Fig. 1: signal wires on met4
Drawn at 2 px/µm. Supply wires on this layer in gray.
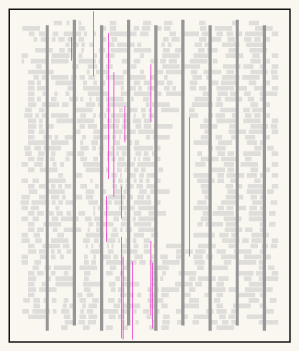
Fig. 2: I/O pins on the die edge
Drawn at 2 px/µm. Pins as bars across the die edge, other pins in gray.
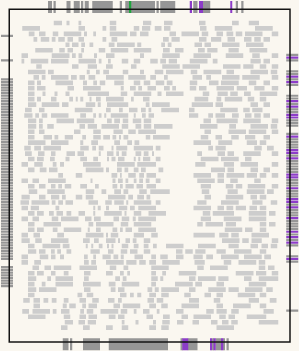
Fig. 3: layout detail
Window x 80 to 130, y 99 to 149 µm. Cells in gray, sequential cells in the stronger gray; small squares are vias.
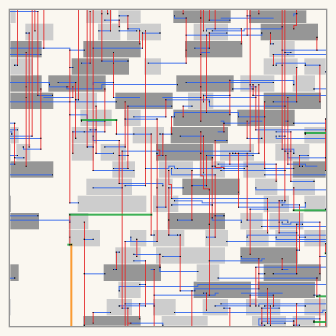
Fig. 4: the clock network
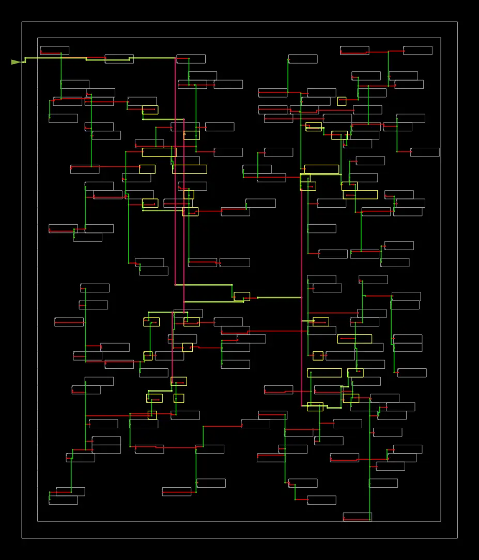
Fig. 5: metal 3
Drawn at 3 px/µm.
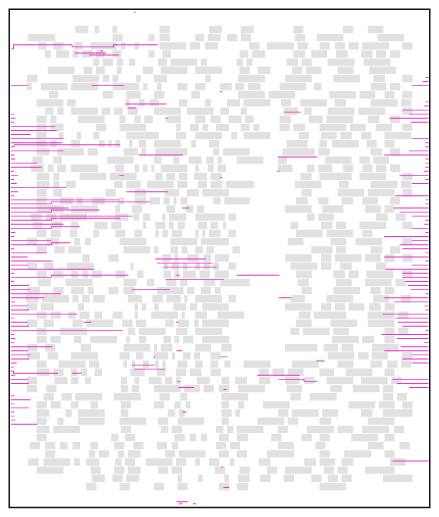
`config.mk`:
```
export PLATFORM = sky130hd
export DESIGN_NAME = fetch_mem_arbiter
export DESIGN_NICKNAME = d
export VERILOG_FILES = /design/src/rtl/fetch_mem_arbiter_pkg.sv /design/src/rtl/fetch_mem_arbiter_latency_counter.sv /design/src/rtl/fetch_mem_arbiter.sv
export SDC_FILE = /design/constraint.sdc
export NUM_CORES = 1
export LEC_CHECK = 0
export CAP_MARGIN = 20
export CELL_PAD_IN_SITES_DETAIL_PLACEMENT = 1
export CELL_PAD_IN_SITES_GLOBAL_PLACEMENT = 1
export CORE_ASPECT_RATIO = 1.2
export CORE_MARGIN = 5
export CORE_UTILIZATION = 30
export CTS_BUF_LIST = sky130_fd_sc_hd__clkbuf_4 sky130_fd_sc_hd__clkbuf_8
export DETAILED_ROUTE_END_ITERATION = 10
export GPL_TIMING_DRIVEN = 0
export PLACE_DENSITY_LB_ADDON = 0.1
export SKIP_CTS_REPAIR_TIMING = 1
export SYNTH_ARGS = -nofsm -noshare
export SYNTH_HDL_FRONTEND = slang
export SYNTH_SLANG_ARGS = --single-unit
```
`constraint.sdc`:
```
create_clock -name clk -period 2.5 [get_ports clk]
set_clock_uncertainty 0.15 [all_clocks]
set_input_delay 0.375 -clock clk [delete_from_list [all_inputs] [get_ports clk]]
set_output_delay 0.375 -clock clk [all_outputs]
set_load 0.005 [all_outputs]
```
`src/rtl/fetch_mem_arbiter_pkg.sv`:
```
// Shared definitions for the fetch/data memory arbiter: FSM state codes,
// grant identifiers, counter width and the arbitration helper.
package fetch_mem_arbiter_pkg;

    localparam logic [2:0] ST_IDLE     = 3'd0;
    localparam logic [2:0] ST_BUSY_IF  = 3'd1;
    localparam logic [2:0] ST_BUSY_MEM = 3'd2;
    localparam logic [2:0] ST_RESP_IF  = 3'd3;
    localparam logic [2:0] ST_RESP_MEM = 3'd4;

    localparam logic GRANT_IF  = 1'b0;
    localparam logic GRANT_MEM = 1'b1;

    localparam int CNT_W = 4;

    // Pick a requester; on a tie the one not served last wins so neither starves.
    function automatic logic pick_grant(input logic if_req_i,
                                        input logic mem_req_i,
                                        input logic last_grant_i);
        logic grant;
        if (if_req_i && mem_req_i) begin
            grant = (last_grant_i == GRANT_IF) ? GRANT_MEM : GRANT_IF;
        end else if (mem_req_i) begin
            grant = GRANT_MEM;
        end else begin
            grant = GRANT_IF;
        end
        return grant;
    endfunction

endpackage

```
`src/rtl/fetch_mem_arbiter_latency_counter.sv`:
```
// Down-counter that times one memory access: loaded with latency-1 at grant,
// decremented while busy, flags zero on the last access cycle.
module latency_counter
    import fetch_mem_arbiter_pkg::*;
(
    input  logic             clk,
    input  logic             rst_n,
    input  logic             load,
    input  logic [CNT_W-1:0] load_val,
    input  logic             dec,
    output logic             zero
);

    logic [CNT_W-1:0] count_q;
    logic [CNT_W-1:0] count_d;

    // Next count: load wins over decrement; never wraps below zero.
    always_comb begin
        count_d = count_q;
        if (load) begin
            count_d = load_val;
        end else if (dec && (count_q != {CNT_W{1'b0}})) begin
            count_d = count_q - {{(CNT_W-1){1'b0}}, 1'b1};
        end else begin
            count_d = count_q;
        end
    end

    // Count register with asynchronous active-low clear.
    always_ff @(posedge clk or negedge rst_n) begin
        if (!rst_n) begin
            count_q <= {CNT_W{1'b0}};
        end else begin
            count_q <= count_d;
        end
    end

    assign zero = (count_q == {CNT_W{1'b0}});

endmodule

```
`src/rtl/fetch_mem_arbiter.sv`:
```
// Arbitrates a single-port multi-cycle memory between instruction fetch and
// the MEM stage, sequencing each access and stalling the waiting stages.
module fetch_mem_arbiter
    import fetch_mem_arbiter_pkg::*;
#(
    parameter int WORD_LENGTH = 32,
    parameter int MEM_LATENCY = 3
) (
    input  logic                   clk,
    input  logic                   rst,
    input  logic                   if_req,
    input  logic [WORD_LENGTH-1:0] if_addr,
    output logic [WORD_LENGTH-1:0] if_rdata,
    output logic                   if_ready,
    input  logic                   mem_rd_en,
    input  logic                   mem_wr_en,
    input  logic [WORD_LENGTH-1:0] mem_addr,
    input  logic [WORD_LENGTH-1:0] mem_wdata,
    output logic [WORD_LENGTH-1:0] mem_rdata,
    output logic                   mem_ready,
    output logic                   freeze_if,
    output logic                   freeze_mem,
    output logic                   sram_en,
    output logic                   sram_we,
    output logic [WORD_LENGTH-1:0] sram_addr,
    output logic [WORD_LENGTH-1:0] sram_wdata,
    input  logic [WORD_LENGTH-1:0] sram_rdata
);

    localparam logic [CNT_W-1:0] LOAD_VAL = CNT_W'(MEM_LATENCY - 1);

    logic [2:0]             state_q,      state_d;
    logic                   last_grant_q, last_grant_d;
    logic [WORD_LENGTH-1:0] addr_q,       addr_d;
    logic [WORD_LENGTH-1:0] wdata_q,      wdata_d;
    logic                   we_q,         we_d;
    logic [WORD_LENGTH-1:0] if_rdata_q,   if_rdata_d;
    logic [WORD_LENGTH-1:0] mem_rdata_q,  mem_rdata_d;

    logic mem_req_s;
    logic grant_s;
    logic cnt_load_s;
    logic cnt_dec_s;
    logic cnt_zero_s;
    logic busy_s;

    assign mem_req_s = mem_rd_en | mem_wr_en;
    assign grant_s   = pick_grant(if_req, mem_req_s, last_grant_q);

    latency_counter u_latency_counter (
        .clk      (clk),
        .rst_n    (rst),
        .load     (cnt_load_s),
        .load_val (LOAD_VAL),
        .dec      (cnt_dec_s),
        .zero     (cnt_zero_s)
    );

    // State and datapath registers; reset abandons any access in flight.
    always_ff @(posedge clk or negedge rst) begin
        if (!rst) begin
            state_q      <= ST_IDLE;
            last_grant_q <= GRANT_IF;
            addr_q       <= {WORD_LENGTH{1'b0}};
            wdata_q      <= {WORD_LENGTH{1'b0}};
            we_q         <= 1'b0;
            if_rdata_q   <= {WORD_LENGTH{1'b0}};
            mem_rdata_q  <= {WORD_LENGTH{1'b0}};
        end else begin
            state_q      <= state_d;
            last_grant_q <= last_grant_d;
            addr_q       <= addr_d;
            wdata_q      <= wdata_d;
            we_q         <= we_d;
            if_rdata_q   <= if_rdata_d;
            mem_rdata_q  <= mem_rdata_d;
        end
    end

    // Next state: grant in IDLE, count down in BUSY, capture read data on the last cycle.
    always_comb begin
        state_d      = state_q;
        last_grant_d = last_grant_q;
        addr_d       = addr_q;
        wdata_d      = wdata_q;
        we_d         = we_q;
        if_rdata_d   = if_rdata_q;
        mem_rdata_d  = mem_rdata_q;
        cnt_load_s   = 1'b0;
        cnt_dec_s    = 1'b0;
        case (state_q)
            ST_IDLE: begin
                if (if_req || mem_req_s) begin
                    cnt_load_s   = 1'b1;
                    last_grant_d = grant_s;
                    if (grant_s == GRANT_MEM) begin
                        state_d = ST_BUSY_MEM;
                        addr_d  = mem_addr;
                        wdata_d = mem_wdata;
                        we_d    = mem_wr_en;
                    end else begin
                        state_d = ST_BUSY_IF;
                        addr_d  = if_addr;
                        wdata_d = {WORD_LENGTH{1'b0}};
                        we_d    = 1'b0;
                    end
                end else begin
                    state_d = ST_IDLE;
                end
            end
            ST_BUSY_IF: begin
                if (cnt_zero_s) begin
                    if_rdata_d = sram_rdata;
                    state_d    = ST_RESP_IF;
                end else begin
                    cnt_dec_s = 1'b1;
                end
            end
            ST_BUSY_MEM: begin
                if (cnt_zero_s) begin
                    // Writes leave the last load value visible to the MEM stage.
                    if (!we_q) begin
                        mem_rdata_d = sram_rdata;
                    end else begin
                        mem_rdata_d = mem_rdata_q;
                    end
                    state_d = ST_RESP_MEM;
                end else begin
                    cnt_dec_s = 1'b1;
                end
            end
            ST_RESP_IF:  state_d = ST_IDLE;
            ST_RESP_MEM: state_d = ST_IDLE;
            default:     state_d = ST_IDLE;
        endcase
    end

    assign busy_s = (state_q == ST_BUSY_IF) || (state_q == ST_BUSY_MEM);

    // Outputs decoded from state; memory bus is quiet outside BUSY and stalls drop in reset.
    always_comb begin
        sram_en    = busy_s;
        sram_we    = busy_s & we_q;
        sram_addr  = busy_s ? addr_q  : {WORD_LENGTH{1'b0}};
        sram_wdata = busy_s ? wdata_q : {WORD_LENGTH{1'b0}};
        if_ready   = (state_q == ST_RESP_IF);
        mem_ready  = (state_q == ST_RESP_MEM);
        if_rdata   = if_rdata_q;
        mem_rdata  = mem_rdata_q;
        freeze_if  = rst & if_req    & ~if_ready;
        freeze_mem = rst & mem_req_s & ~mem_ready;
    end

endmodule

```
==> reports/results.tsv <==
stage	metric	value	unit
run_status	run_status	finished, violations left	
run_status	violations	negative setup slack	
logic_synthesis	syn_avg_cell_area	13.4	µm²
floorplan	fp-utilization	30.2	%
placed_design	post-place-ws	-0.881	ns
global_route	grt_max_degree	84	
global_route	track_usage	17.5	%
route	drc	0	
logic_synthesis	simple_gate_share	9.15	%
sta	setup_viol	16	
logic_synthesis	largest_area_cell	dfrtp_1	
sta	worst_pin_slew	0.556	ns
setup_path	required	1.98	ns
sta	fin_tns_setup	-0.287	ns
sta	slew_violations	0	
pwr	powerDensity	1250	nW/µm²
pwr	leakagePower	5.30	nW
floorplan	coreArea	20000	µm²
route	dr.pass1.iters	4	
global_route	grt_overflow	0	
sta	grt_setup_unrepaired	true	
clock_tree	clk_latency	0.43	ns
setup_path	path_max_fanout	7	
logic_synthesis	synth.area.top_cells	dfrtp_1 57%, mux2_4 7.4%, and3_1 6.8%	
logic_synthesis	synth.mux.area_fraction	14.4	%
logic_synthesis	yosys.area_share.aoi	15.1	%
placed_design	dp_hpwl	15400	µm
route	vias_per_cell	4.92	
logic_synthesis	ys_cells	451	
sta	fin_crit_sh	102	%
clock_tree	htreeDepth	4	
logic_synthesis	topCombFamilyByArea	AND-OR/OR-AND gates	
setup_path	cp.arrival	2.03	ns
setup_path	worstSetupPathType	flip-flop to primary output	
logic_synthesis	ys_types	37	
logic_synthesis	yosysWarningCount	0	
logic_synthesis	ys_sh_adder	0.413	%
setup_path	start_kind	flip-flop	
global_route	grt_pass1_wl	32500	µm
sta	fin_ws	-0.0509	ns
logic_synthesis	async_flop_share	100	%
clock_tree	clk_pin_slew	0.08	ns
route	antenna_left	0	
logic_synthesis	ys_seq_share	56.6	%
floorplan	rows	57	
route	wire_per_inst	20.6	µm
sta	finalHoldViolations	0	
clock_tree	cts-root-buf	clkbuf_8	
logic_synthesis	most_common_cell	dfrtp_1	
layout	syn_to_final_growth	67.7	%
global_route	antenna_found_initial	2	
logic_synthesis	xor_share	0.145	%
sta	min_period	2.55	ns
logic_synthesis	netlist_area	6050	µm²
clock_tree	clock_path_buffers	2	
logic_synthesis	ys_chip_area	6050	µm²
job	warning_count	28	
logic_synthesis	postSynthCellCount	451	
hold_path	min_path_type	flip-flop to flip-flop	
logic_synthesis	synthTopCellsByCount	137 x dfrtp_1, 66 x and3_1, 34 x mux2_2, 33 x a22o_1	
floorplan	ios	267	
floorplan	chipArea	23100	µm²
sta	clock.fmax	392	MHz
layout	drive_gt1_share	25.4	%
logic_synthesis	syn_nets	586	
sta	slew_headroom	63.0	%
logic_synthesis	edf_count	0	
global_route	grt_pass1_vias	5773	
route	drtIter0Drc	105	
logic_synthesis	ys.flop_type	dfrtp_1	
placed_design	place.gp.congestion	0.831	
clock_tree	cts_tree	done	
placed_design	placed_cells	983	
pwr	vdd_drop_max	0.489	mV
job	cap_viol_max_count	0	
layout	finalNetCount	908	
logic_synthesis	ys_seq_elements	137	
setup_path	endpoint_kind	primary output	
layout	final_cells	1052	
logic_synthesis	top_area_share	56.6	%
Back to the opening pictures, Fig. 1:
nets with wire on the layer	12
wire length on this layer	531 µm
Total Wirelength: 21700 µm
Vias: 5172

Back to the opening pictures, Fig. 2:
color	port	pins	direction	edge
purple	sram_rdata	32	input	22 right, 6 bottom, 4 top
green	mem_wr_en	1	input	top
all pins by edge	77 left, 67 right, 63 bottom, 60 top
chip height: 166 µm
IO buf count: 266
Die W: 140 µm

Back to the opening pictures, Fig. 3:
color	layer
green	met3
orange	met4
red	met2
blue	met1
netlist names of flops here include	mem_rdata (12), if_rdata (11), wdata_q (5)
most frequent	dfrtp_1 (28), clkdlybuf4s50_1 (22), mux2_2 (12)
sequential cells in the window	28
cells with their middle in the window	88

Back to the opening pictures, Fig. 4:
CTS sink cnt: 137
clock buf count: 19
total CTS buffers: 17
Clock group: 2.27 mW

Back to the opening pictures, Fig. 5:
wire length on this layer	1530 µm
nets with wire on the layer	164
main direction	horizontal
share of all routed wire	7.0%
longest straight run	40.2 µm
GR met3 Demand/Resource: 6.08%

==> power breakdown <==
| group | switching (mW) | internal (mW) | total [mW] | leakage, nW |
|---|---|---|---|---|
| clock network | 0.925 | 1.34 | 2.27 | 0.241 |
| registers | 0.602 | 3.28 | 3.89 | 1.67 |
| logic | 2.52 | 4.06 | 6.59 | 3.39 |
| total | 4.05 | 8.69 | 12.7 | 5.30 |
==> area by class of cell <==
class                      count  area (µm²)
timing repair buffer         310        3160
timing repair inverter         1        7.51
clock buffer                  19         255
inverter                       4        18.8
antenna                        1        2.50
tap                          265         332
sequential                   137        3430
multi-input combinational    266        2440
fill                        2059        9890
buffer                        36         278
clock inverter                13         239
==> path summary, 6_finish.rpt <==
kind	start	endpoint	slack, ns	cells after the start
max	state_q[2]	freeze_mem	-0.05	4
min	wdata_q[3]	wdata_q[3]	0.35	1
max reg2reg	u_latency_counter.count_q[0]	if_rdata[23]	0.08	6
min reg2reg	wdata_q[3]	wdata_q[3]	0.35	1
max in group asynchronous	rst	state_q[2]	1.41	4
min in group asynchronous	rst	if_rdata[8]	0.48	4
==> through the flow <==
step           total power, mW  instance area (µm²)  utilization [%]  hold slack, ns
6_report                  12.7                10200             50.7           0.346
5_1_grt                   13.6                10200             50.7           0.361
4_1_cts                   12.4                 9570             47.8          -0.274
2_1_floorplan             6.54                 6050                -         -0.0706
3_3_place_gp              9.89                 9050             45.2           0.302
3_5_place_dp              10.1                 9080             45.3           0.227
==> cell families (layout without fill, tap and decap cells) <==
logic type	count (synthesis)	count (layout)
buf+inv	48	383
fa+ha+maj	2	2
mux	68	68
xor+xnor	1	1
other cells	0	1
simple gates	89	89
compound gates	106	106
flops	137	137
==> cell usage in the layout (no fill, tap or decap), types with 3 or more instances in the layout <==
cell type	Yosys	routed
a21boi_0	32	32
a221o_1	32	32
a22o_1	33	33
and3_1	66	63
and3_4	0	3
buf_12	3	3
buf_16	0	4
buf_2	5	11
buf_4	0	27
buf_6	2	16
buf_8	0	5
bufinv_16	0	6
clkbuf_1	27	12
clkbuf_2	1	21
clkbuf_8	0	18
clkdlybuf4s50_1	0	196
clkinvlp_4	0	4
dfrtp_1	137	135
dlygate4sd3_1	0	3
dlymetal6s2s_1	0	44
inv_6	0	4
mux2_2	34	34
mux2_4	30	30
mux2i_1	4	4
nor2_1	5	5
o21ai_0	3	3
==> registers in the layout, indices dropped and copies added, names as in the netlist <==
| name | count |
|---|---|
| addr_q | 32 |
| u_latency_counter.count_q | 4 |
| last_grant_q | 1 |
| mem_rdata | 32 |
| we_q | 1 |
| if_rdata | 32 |
| state_q | 3 |
| wdata_q | 32 |
==> per-layer routing <==
metal,vias to the layer above,share of wire (%),track usage (%)
met5,-,0,0
met4,0,2.5,5.56
met3,33,7.0,6.08
met2,211,51,30.0
met1,2591,39,20.4
li1,2337,-,-
==> worst max-delay path, stage by stage (launching register included) <==
cell and delay [ns]:
dfrtp_2 0.49, clkinvlp_4 0.17, nor3_4 0.06, nor3b_1 0.25, clkdlybuf4s50_1 0.61
Power and IR drop assume default switching activity.
